File: src/rtl/ffwd_ctrl.sv
// Forward-pass sequencer: layer-1 MAC, activation, bank capture, layer-2 MAC.
// A single shared down-counter times every state; outputs are registered.
module ffwd_ctrl #(
  parameter int L1_TERMS    = 2,
  parameter int L2_TERMS    = 3,
  parameter int MAC_LATENCY = 2,
  parameter int LUT_LATENCY = 1,
  parameter int ADDR_WIDTH  = 4
) (
  input  logic                  CLK,
  input  logic                  RST,
  input  logic                  START,
  output logic                  BUSY,
  output logic                  DONE,
  output logic                  ACC_CLR,
  output logic                  ACC_EN,
  output logic                  WRITE_EN,
  output logic                  LAYER_SEL,
  output logic [ADDR_WIDTH-1:0] ROM_ADDR,
  output logic [ADDR_WIDTH-1:0] BANK_ADDR
);

  if (L1_TERMS + L2_TERMS > (1 << ADDR_WIDTH)) begin : g_addr_chk
    $error("ffwd_ctrl: L1_TERMS+L2_TERMS exceeds the address space");
  end

  localparam int CW = 4;
  localparam logic [ADDR_WIDTH-1:0] L1A = ADDR_WIDTH'(L1_TERMS);
  localparam logic [ADDR_WIDTH-1:0] L2A = ADDR_WIDTH'(L2_TERMS);

  typedef enum logic [3:0] {
    S_IDLE, S_L1_CLR, S_L1_MAC, S_L1_DRAIN, S_ACT_WAIT, S_WRITE,
    S_L2_CLR, S_L2_MAC, S_L2_DRAIN, S_DONE
  } state_e;

  state_e          state_q, state_d;
  logic [CW-1:0]   cnt_q, cnt_d;
  logic            busy_d, done_d, clr_d, en_d, we_d, sel_d;
  logic [ADDR_WIDTH-1:0] rom_d, bank_d;

  // Zero-length states are resolved here, so they are never entered.
  function automatic state_e succ(input state_e s);
    case (s)
      S_L1_CLR:   succ = S_L1_MAC;
      S_L1_MAC:   succ = (MAC_LATENCY > 0) ? S_L1_DRAIN :
                         (LUT_LATENCY > 0) ? S_ACT_WAIT : S_WRITE;
      S_L1_DRAIN: succ = (LUT_LATENCY > 0) ? S_ACT_WAIT : S_WRITE;
      S_ACT_WAIT: succ = S_WRITE;
      S_WRITE:    succ = S_L2_CLR;
      S_L2_CLR:   succ = S_L2_MAC;
      S_L2_MAC:   succ = (MAC_LATENCY > 0) ? S_L2_DRAIN : S_DONE;
      S_L2_DRAIN: succ = S_DONE;
      default:    succ = S_IDLE;
    endcase
  endfunction

  function automatic logic [CW-1:0] dur(input state_e s);
    case (s)
      S_L1_MAC:   dur = CW'(L1_TERMS);
      S_L1_DRAIN: dur = CW'(MAC_LATENCY);
      S_ACT_WAIT: dur = CW'(LUT_LATENCY);
      S_L2_MAC:   dur = CW'(L2_TERMS);
      S_L2_DRAIN: dur = CW'(MAC_LATENCY);
      default:    dur = CW'(1);
    endcase
  endfunction

  always_ff @(posedge CLK or posedge RST) begin
    if (RST) begin
      state_q   <= S_IDLE;
      cnt_q     <= '0;
      BUSY      <= 1'b0;
      DONE      <= 1'b0;
      ACC_CLR   <= 1'b0;
      ACC_EN    <= 1'b0;
      WRITE_EN  <= 1'b0;
      LAYER_SEL <= 1'b0;
      ROM_ADDR  <= '0;
      BANK_ADDR <= '0;
    end else begin
      state_q   <= state_d;
      cnt_q     <= cnt_d;
      BUSY      <= busy_d;
      DONE      <= done_d;
      ACC_CLR   <= clr_d;
      ACC_EN    <= en_d;
      WRITE_EN  <= we_d;
      LAYER_SEL <= sel_d;
      ROM_ADDR  <= rom_d;
      BANK_ADDR <= bank_d;
    end
  end

  always_comb begin
    state_d = state_q;
    cnt_d   = cnt_q;
    case (state_q)
      S_IDLE, S_DONE: begin
        if (START) begin
          state_d = S_L1_CLR;
          cnt_d   = dur(S_L1_CLR);
        end else begin
          state_d = S_IDLE;
          cnt_d   = '0;
        end
      end
      default: begin
        if (cnt_q <= CW'(1)) begin
          state_d = succ(state_q);
          cnt_d   = dur(succ(state_q));
        end else begin
          cnt_d = cnt_q - CW'(1);
        end
      end
    endcase
  end

  // Decoded from the next state so the registered outputs line up with state_q.
  always_comb begin
    busy_d = 1'b0;
    done_d = 1'b0;
    clr_d  = 1'b0;
    en_d   = 1'b0;
    we_d   = 1'b0;
    sel_d  = 1'b0;
    rom_d  = '0;
    bank_d = '0;
    case (state_d)
      S_L1_CLR:   begin busy_d = 1'b1; clr_d = 1'b1; end
      S_L1_MAC: begin
        busy_d = 1'b1;
        en_d   = 1'b1;
        rom_d  = L1A - ADDR_WIDTH'(cnt_d);
      end
      S_L1_DRAIN: busy_d = 1'b1;
      S_ACT_WAIT: busy_d = 1'b1;
      S_WRITE:    begin busy_d = 1'b1; we_d = 1'b1; end
      S_L2_CLR:   begin busy_d = 1'b1; clr_d = 1'b1; sel_d = 1'b1; end
      S_L2_MAC: begin
        busy_d = 1'b1;
        en_d   = 1'b1;
        sel_d  = 1'b1;
        bank_d = L2A - ADDR_WIDTH'(cnt_d);
        rom_d  = L1A + L2A - ADDR_WIDTH'(cnt_d);
      end
      S_L2_DRAIN: begin busy_d = 1'b1; sel_d = 1'b1; end
      S_DONE:     begin done_d = 1'b1; sel_d = 1'b1; end
      default: ;
    endcase
  end

endmodule

File: config.mk
export PLATFORM = sky130hd
export DESIGN_NAME = ffwd_ctrl
export DESIGN_NICKNAME = d
export VERILOG_FILES = /design/src/rtl/ffwd_ctrl.sv
export SDC_FILE = /design/constraint.sdc
export NUM_CORES = 1
export LEC_CHECK = 0
export CAP_MARGIN = 0
export CORE_ASPECT_RATIO = 2
export CORE_MARGIN = 2
export CORE_UTILIZATION = 40
export CTS_CLUSTER_DIAMETER = 30
export DETAILED_ROUTE_END_ITERATION = 8
export GPL_TIMING_DRIVEN = 0
export SLEW_MARGIN = 20
export SYNTH_ARGS = -nofsm -noshare
export SYNTH_HDL_FRONTEND = slang
export SYNTH_SLANG_ARGS = --single-unit
export TNS_END_PERCENT = 30
File: constraint.sdc
create_clock -name CLK -period 2.6 [get_ports CLK]
set_input_delay 0.52 -clock CLK [delete_from_list [all_inputs] [get_ports CLK]]
set_output_delay 0.52 -clock CLK [all_outputs]
set_load 0.02 [all_outputs]
### Cell sizes after repair

Drawn at 6 px/um.
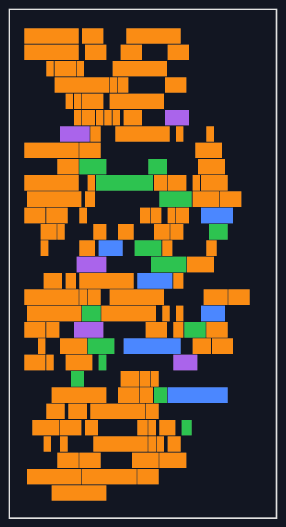
- drive 6 and up: purple (cells 5; share 3.5%)
- drive 2: green (cells 14; share 9.8%)
- drive 1 or less: orange (cells 118; share 83%)
- drive 3 to 4: blue (cells 6; share 4.2%)
synthesis-to-layout area growth: 22.3%
PnR worst setup slack: 0.126 ns

### Metal layers overlaid

Drawn at 8 px/um.
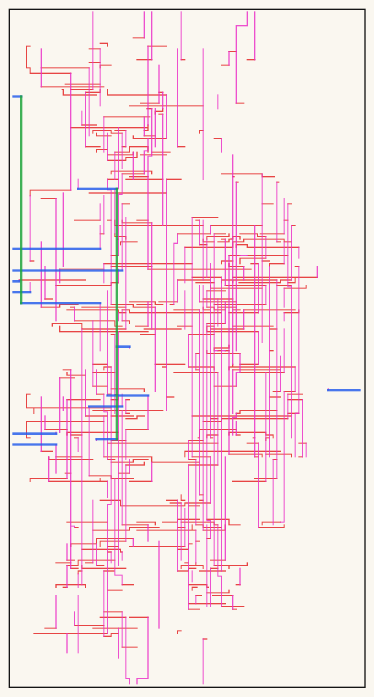
- met3: blue (wire length 70.6 um)
- met4: green (wire length 57.1 um)
- met2: magenta (wire length 1,510 um)
- met1: red (wire length 1,040 um)
GRT Resource Usage Total: 0.164
drt wl/cell: 15.4 um

==> results.ini <==
[outcome]
status = completed

[clock_tree]
root_buffer = clkbuf_8
post_cts_buffers = 0
numCtsBuffers = 3
clk_pin_slew_ns = 0.07
cts_tree = built
cts_max_path_buffers = 2

[placement]
place_congestion = 0.801
dp_slack_ns = 0.0165
postPlaceCellArea_um2 = 1500
port-buffer-count = 16
hpwl_um = 2090
dp.cells = 171

[yosys]
aoi_share = 0.171
avgSynthCellArea_um2 = 10.5
ys_top_cells_by_count = dfrtp_1 (22), ha_1 (10), nand2_1 (10), nor2_1 (10), inv_1 (9)
topCombFamilyByArea = simple AND/OR/NAND/NOR gates
ys_sh_simple = 0.183
synth-edff-count = 0
ys_seq_share = 0.424
yosys-mux-area-fraction = 0.0424
synth-async-reset-ratio = 1.00
yosys-stat-area_um2 = 1300
synth_nets = 137
post-synth-top-count-cell = dfrtp_1
ys_warn_count = 0
synth_area_um2 = 1300
ys_top_cells_by_area = dfrtp_1 (42%), ha_1 (9.6%), xnor2_1 (3.4%), mux2i_1 (3.1%), nand2_1 (2.9%)
xor_share = 0.0337
largest_area_cell = dfrtp_1
synth_flop_count = 22
synthDistinctLibCells = 47
synthFlopType = dfrtp_1

[hold_path]
holdPathEnd = cnt_q[3]
hp-class = register to register
hold_depth = 2
hp-start = cnt_q[3]

[routing]
avgViaCountPerCell = 5.53
met3_length_um = 70
ant_nets = 0
drc = 0
first_pass_iters = 4
drt_iter0_markers = 27
wl_met1_um = 1040
vias = 963
drt-total-wl_um = 2680
top_layer = met4

[worst_setup_path]
startpoint_type = register
reg2reg_slack_ns = 0.13
setup.worst_path.end_class = register
crit_arrival_ns = 2.67
critPathKind = register to register
cp_max_fo = 8
crit_start = cnt_q[0]

[global_routing]
grt_pass1_wl_um = 4640
antenna_found_initial = 0
grt_pass1_vias = 1022

[die]
die_x_um = 44.3
num_rows = 29
core_area_um2 = 3120
die.size.y_um = 84.6
fp_util = 0.416

[power_and_ir_drop]
p_seq_frac = 0.263
peakVddDrop_v = 0.000652
switching_share = 0.450
pwr-share-comb = 0.625
clockPowerShare = 0.111
p_leak_nw = 0.727
power_switching_w = 0.000820

[cells_and_area]
stdcell_area_um2 = 1590
antenna_cells = 0
layout.nets = 158
layout-drive-gt1-share = 0.175
final_cells = 174

[timing]
whs_ns = 0.672
fmax_mhz = 404
finalCriticalPeriod_ns = 2.47
slew_viol_final = 0
slew_headroom = 0.463
fin_crit_sh = 0.952
setup_viol = 0
finalHoldViolCount = 0

[job]
warnings = 33
drv_cap = 0

### Clock wiring as the flow saved it

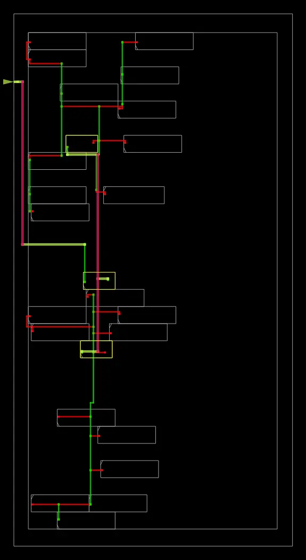
Clock Skews: 0.000833 ns
clock tree sinks: 22
layout clock buffer count: 3
flip-flops: 22
clk_lat worst skew: 0.26 ns

-- stage by stage --
stage | total power, W | TNS [ns]
2_1_floorplan | 0.00125 | 0
3_3_place_gp | 0.00150 | 0
3_5_place_dp | 0.00151 | 0
4_1_cts | 0.00172 | 0
5_1_grt | 0.00197 | -0.0465
6_report | 0.00182 | 0
-- area by class of cell --
cell class              count  area [um^2]
multi-input cells          89          731
inverters                  10         37.5
clock buffers               3         41.3
fillers                   288         1530
plain buffers               3         27.5
repair buffers             16          160
well taps                  31         38.8
flip-flops and latches     22          552
-- routing by layer --
layer	GRT usage	up-vias
li1	-	476
met2	0.279	15
met5	0	-
met4	0.0882	0
met3	0.0237	5
met1	0.187	467
-- critical path: stages, from the launching register on --
cell,delay (ns)
dfrtp_1,0.42
inv_1,0.07
ha_1,0.24
or2_0,0.20
buf_2,0.16
a41oi_2,0.22
nor3_4,0.10
or4_4,0.57
or3_1,0.38
o21ai_2,0.06
-- power by group through the flow --
| stage | Combinational (W) | Clock, W | Sequential, W |
|---|---|---|---|
| detailed placement | 0.00102 | 0 | 0.000486 |
| floorplan | 0.000729 | 0 | 0.000522 |
| CTS | 0.00103 | 0.000207 | 0.000480 |
| global placement | 0.00101 | 0 | 0.000484 |
| finish | 0.00114 | 0.000203 | 0.000480 |
| global route | 0.00126 | 0.000222 | 0.000490 |
-- timing repair --
action | in CTS | in global routing
hold buffers | 0 | 0
resized | 0 | 8
setup endpoints to repair | 0 | 5
-- cells in the final DEF (no fill, tap or decap), types with 2 or more instances in the layout --
cell type and n:
nand2_1 10, mux2i_1 4, o21ai_0 4, a21o_1 2, clkbuf_8 3, buf_6 2, ha_1 10, o21ai_2 2
nor2_1 9, o22ai_1 2, clkdlybuf4s50_1 16, inv_1 9, xnor2_1 5, nor3_1 4, nor4_1 2, a21oi_1 3
dfrtp_1 21
Power and IR drop assume default switching activity.
